run_1/layers.png
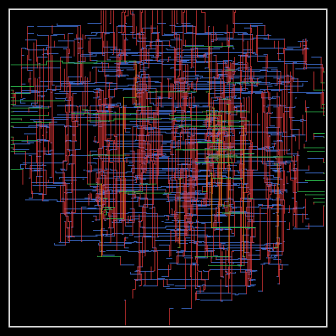
run_1/gates.png
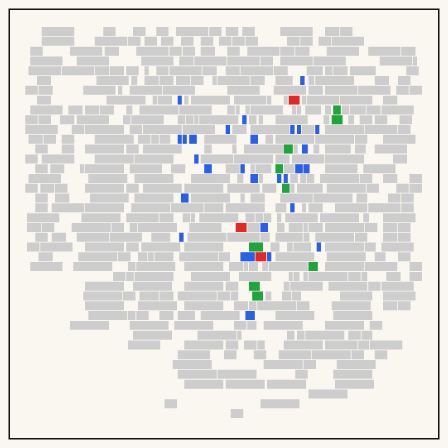
run_1/util_map.png
12 x 12 tiles, from white (low) to dark blue (high), 0 to 100% covered.
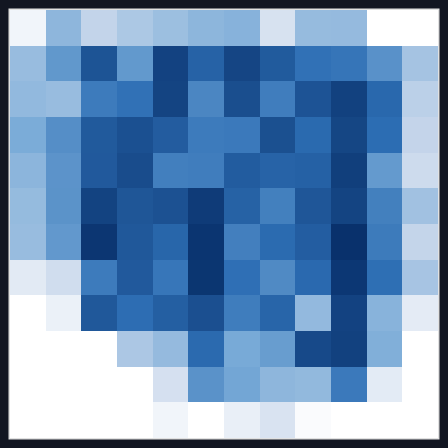
==> config.mk <==
export PLATFORM = sky130hd
export DESIGN_NAME = conv3x3_window_gen_flat
export DESIGN_NICKNAME = d
export VERILOG_FILES = /design/src/rtl/conv3x3_window_gen_pkg.sv /design/src/rtl/conv3x3_window_gen_if.sv /design/src/rtl/conv3x3_window_gen_line_buffer.sv /design/src/rtl/conv3x3_window_gen.sv /design/src/flat_wrapper.sv
export SDC_FILE = /design/constraint.sdc
export NUM_CORES = 1
export LEC_CHECK = 0
export CAP_MARGIN = 10
export CORE_MARGIN = 4
export CORE_UTILIZATION = 50
export CTS_CLUSTER_SIZE = 20
export DETAILED_ROUTE_END_ITERATION = 10
export GPL_TIMING_DRIVEN = 0
export PLACE_DENSITY = 0.75
export SETUP_SLACK_MARGIN = 0.02
export SKIP_LAST_GASP = 1
export SYNTH_ARGS = -nofsm -noshare
export SYNTH_HDL_FRONTEND = slang
export SYNTH_SLANG_ARGS = --single-unit
==> constraint.sdc <==
create_clock -name clk -period 2.3 [get_ports clk]
set_clock_uncertainty 0.15 [all_clocks]
set_input_delay 0.23 -clock clk [delete_from_list [all_inputs] [get_ports clk]]
set_output_delay 0.23 -clock clk [all_outputs]
set_load 0.05 [all_outputs]
==> Slide: Implementation Results, run 1 <==
Flow Results at a Glance

Setup path
  – WP data required: ~2.2 ns
  – Kind of cell adding the most delay to the critical path: simple AND/OR/NAND/NOR gates
  – Nature of the critical path endpoint: register
  – Worst-path fanout max: 12
  – Critical path depth: 5
  – Crit-path cells: buf_6 -> buf_4 -> nor2_1 -> o21ai_1 -> nor2_4
  – CP startpoint kind: register
  – CP max-delay cell: nor2_4
  – Crit Path Class: reg -> reg
  – Worst reg-to-reg path cell count: 5

Cells and area
  – Bufs w/o clock: between 80 and 90
  – # nets final: a little under 500
  – CLK BUF: 25
  – Comb area: between 0.0015 and 0.002 mm²
  – Fillers: just under 900
  – Data buffer area share: a little over a tenth
  – Top class by area: flip-flops and latches
  – Final instance area: 0.00776 mm²
  – Top cells excl fill/tap: edfxtp_1, clkdlybuf4s50_1, dfrtp_1, mux2_2, mux2i_1
  – Antenna Diode Count: 0
  – Share of post-route cells with drive strength above 1: 24.6%
  – Flop share of the area: a little under three fifths
  – Final Non-Filler Cells: between 600 and 700
  – Non-clk invs: 6
  – Comb_multi_in: about 200

Floorplanning
  – Die Area: about 0.014 mm²
  – Die Span X: ~120 µm

Synthesis
  – Seq share, synth: ~72%
  – Cell taking the most area after synthesis: edfxtp_1
  – Asr flop ratio synth: 39.2%
  – Synth top cells by count: edfxtp_1, dfrtp_1, mux2_2
  – Post-synth top flop: edfxtp_1
  – Post-Synth Adder-Cell Area: 0.814%
  – Synth mux share: 14.4%
  – Post-synth EDFFs: 96
  – Yosys chip area: ~0.006 mm²
  – Top post-synthesis cells by area: edfxtp_1, dfrtp_1, mux2_2
  – Area leader share: ~47%
  – Most common cell in the synthesized netlist: edfxtp_1
  – Simple Share, Synth: 5.03%
  – Yosys cell count: between 300 and 400

Pwr
  – Combinational share of power: a little over a fifth
  – Cell Pwr Density: ~1000 mW/mm²
  – Int Power: around 5.7 mW
  – Net Sw Frac: between 20% and 30%
  – Sequential power: ~3.5 mW
  – Sequential power share: about 43%
  – NetSw: 2.33 mW
  – Maximum vdd drop: about 660 µV
  – Top Consumer: sequential cells
  – Clk pwr: 2.88 mW
  – Power consumption: between 8 and 9 mW

Global routing
  – Initial antenna violation count: 0
  – First-pass GRT wire length: between 20 and 25 mm
  – Met2 usage: between 30% and 40%
  – Routing usage on met3: 4.94%

STA
  – Final Max Tran Viols: 0
  – TNS Setup: 0 ns
  – Final period util: about 97%
  – Worst-Margin Slew: between 0.7 and 0.8 ns
  – RSZ-0062 raised after global routing: true
  – Fmax: around 450 MHz

Clock tree
  – Post-CTS Hold Fix Bufs: 0
  – Clock Path Buffers: 2
  – CTS Buf Count: 17
  – Clock transition at path regs: roughly 0.060 ns
  – TritonCTS clock tree: yes

Routing
  – WL met2: approximately 7 mm
  – DRT antenna net count: 0
  – Final WL: 13.1 mm
  – Routed met3 length: between 600 and 700 µm
  – DR pass1 iterations: 5

Run
  – Max-cap violations: 0

Placed design
  – GPL Wtd Cong: about 0.85
  – Placed Area: 0.00701 mm²
  – Dpl ws: -0.834 ns

Status
  – Status: complete, no violations
-- layers.png (at the start) --
M2: drawn in red, wire length 6,810 µm. M3: drawn in green, wire length 687 µm. M4: drawn in orange, wire length 394 µm. M1: drawn in blue, wire length 5,180 µm.
vias: 3,565
wire per inst: 20.8 µm
Total GRT Usage: 19.1%

-- gates.png (at the start) --
xor and xnor cells: drawn in red, cells 3. nand cells: drawn in blue, cells 28. and/or cells: drawn in green, cells 9.
Commonest Layout Cell: edfxtp_1
logic share of the area: 21.2%

-- util_map.png (at the start) --
35% of the tiles are over 75% full. The emptiest ninth of the die: bottom left. 14% of the tiles are nearly empty.
Core ar.: 0.0120 mm²
fp util: 51.2%
final core occ: 64.6%

run_1/m2.png
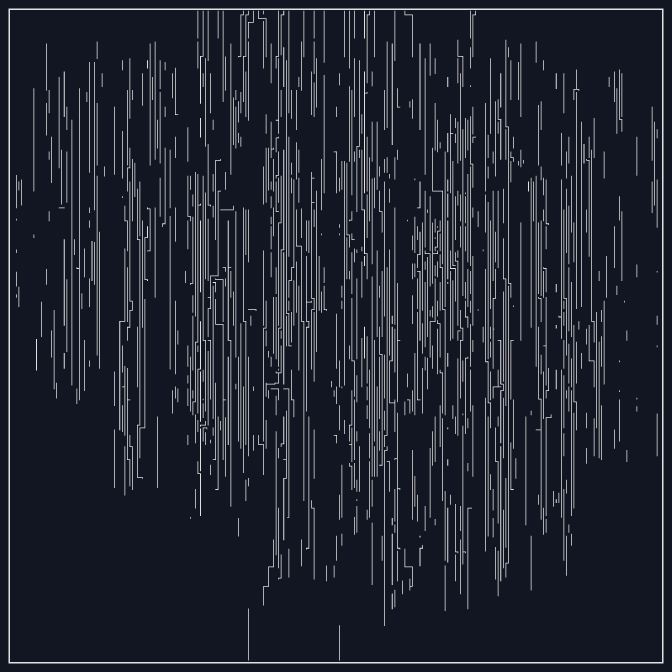

==> run 1 -> run 2 <==
--- a/config.mk
+++ b/config.mk
@@ -14,6 +14,7 @@
 export PLACE_DENSITY = 0.75
 export SETUP_SLACK_MARGIN = 0.02
 export SKIP_LAST_GASP = 1
+export SLEW_MARGIN = 10
 export SYNTH_ARGS = -nofsm -noshare
 export SYNTH_HDL_FRONTEND = slang
 export SYNTH_SLANG_ARGS = --single-unit
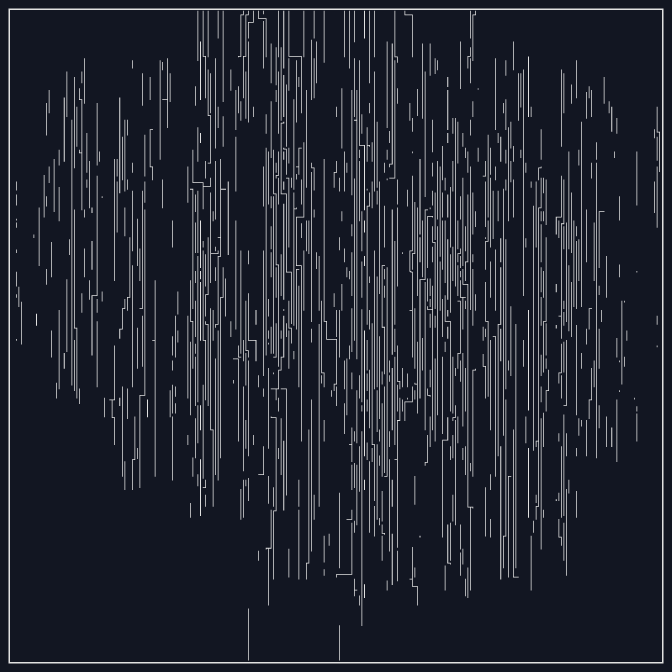
run_2/m2.png
The layer carries 6,540 µm of wire. The layer holds 52% of the routed length.
met2 usage: 32.0%
vias: 3,497
final WL: 12.6 mm

==> run 2 against run 1 <==
Flip-flop count stayed put. Non-clock buffer count is 2 lower. Worst hold slack better by 0.075 ns. Utilization is 0.79 points lower. First-iteration DRC count is 11% lower. Fmax is 1.6% higher. Die size stayed put. Clock-buffer cell count is 8 lower. Setup slack better by 0.034 ns. Critical path type unchanged. Largest power group unchanged.
==> Slide: Implementation Results, run 2 <==
Flow Results at a Glance

Status
  – Status: complete, no violations (unchanged)

Clock tree
  – Clock transition at path regs: 0.06 ns (about the same)
  – TritonCTS clock tree: yes (unchanged)

Pwr
  – Sequential power share: 44.1% (was 42.8%)
  – Net Sw Frac: 30.0% (was 28.9%)
  – Maximum vdd drop: 479 µV (was 656 µV)
  – Power consumption: 7.84 mW (was 8.07 mW)
  – Combinational share of power: 22.0% (was 21.4%)

Cells and area
  – CLK BUF: 17 (was 25)
  – Comb area: 0.00164 mm² (was 0.00165 mm²)
  – Flop share of the area: 57.9% (was 57.2%)
  – Final instance area: 0.00766 mm² (was 0.00776 mm²)
  – Top class by area: flip-flops and latches (unchanged)
  – Share of post-route cells with drive strength above 1: 24.3% (was 24.6%)
  – Bufs w/o clock: 87 (was 89)
  – Top cells excl fill/tap: edfxtp_1, clkdlybuf4s50_1, dfrtp_1, mux2_2, mux2i_1 (unchanged)
  – Non-clk invs: 6 (unchanged)

STA
  – RSZ-0062 raised after global routing: false (was true)
  – Fmax: 456 MHz (was 449 MHz)
  – Final period util: 95.4% (was 96.9%)
  – Final Max Tran Viols: 0 (unchanged)

Setup path
  – CP startpoint kind: register (unchanged)
  – Crit-path cells: buf_6 -> or3b_1 -> inv_1 -> nand2_1 -> nor2_4 (was buf_6 -> buf_4 -> nor2_1 -> o21ai_1 -> nor2_4)
  – CP max-delay cell: nor2_4 (unchanged)

Synthesis
  – Synth top cells by count: edfxtp_1, dfrtp_1, mux2_2 (unchanged)
  – Seq share, synth: 72.1% (unchanged)
  – Synth mux share: 14.4% (unchanged)
  – Yosys cell count: 378 (unchanged)
  – Simple Share, Synth: 5.03% (unchanged)
  – Post-Synth Adder-Cell Area: 0.814% (unchanged)

Routing
  – Wire per inst: 20.2 µm (was 20.8 µm)
  – Routed met3 length: 755 µm (was 686 µm)
  – DRT antenna net count: 0 (unchanged)

Floorplanning
  – Die Area: 0.0141 mm² (unchanged)
  – Fp util: 51.2% (unchanged)
  – Core ar.: 0.0120 mm² (unchanged)
  – Die Span X: 119 µm (unchanged)

Placed design
  – GPL Wtd Cong: 0.852 (unchanged)
  – Dpl ws: -0.839 ns (was -0.834 ns)

Global routing
  – First-pass GRT wire length: 20.1 mm (was 20.3 mm)
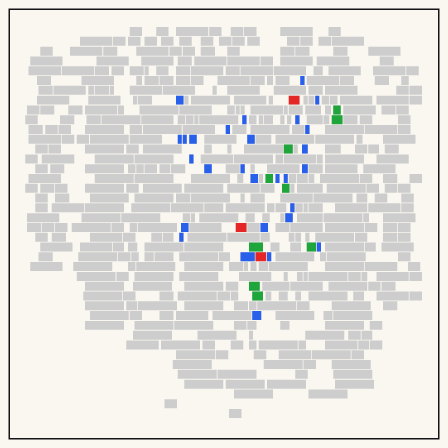
run_2/gates.png
and/or cells: drawn in green, cells 9. xor and xnor cells: drawn in red, cells 3. nand cells: drawn in blue, cells 28.
Final Non-Filler Cells: 625
logic share of the area: 21.4%

Power is estimated from default activity; no workload was simulated.
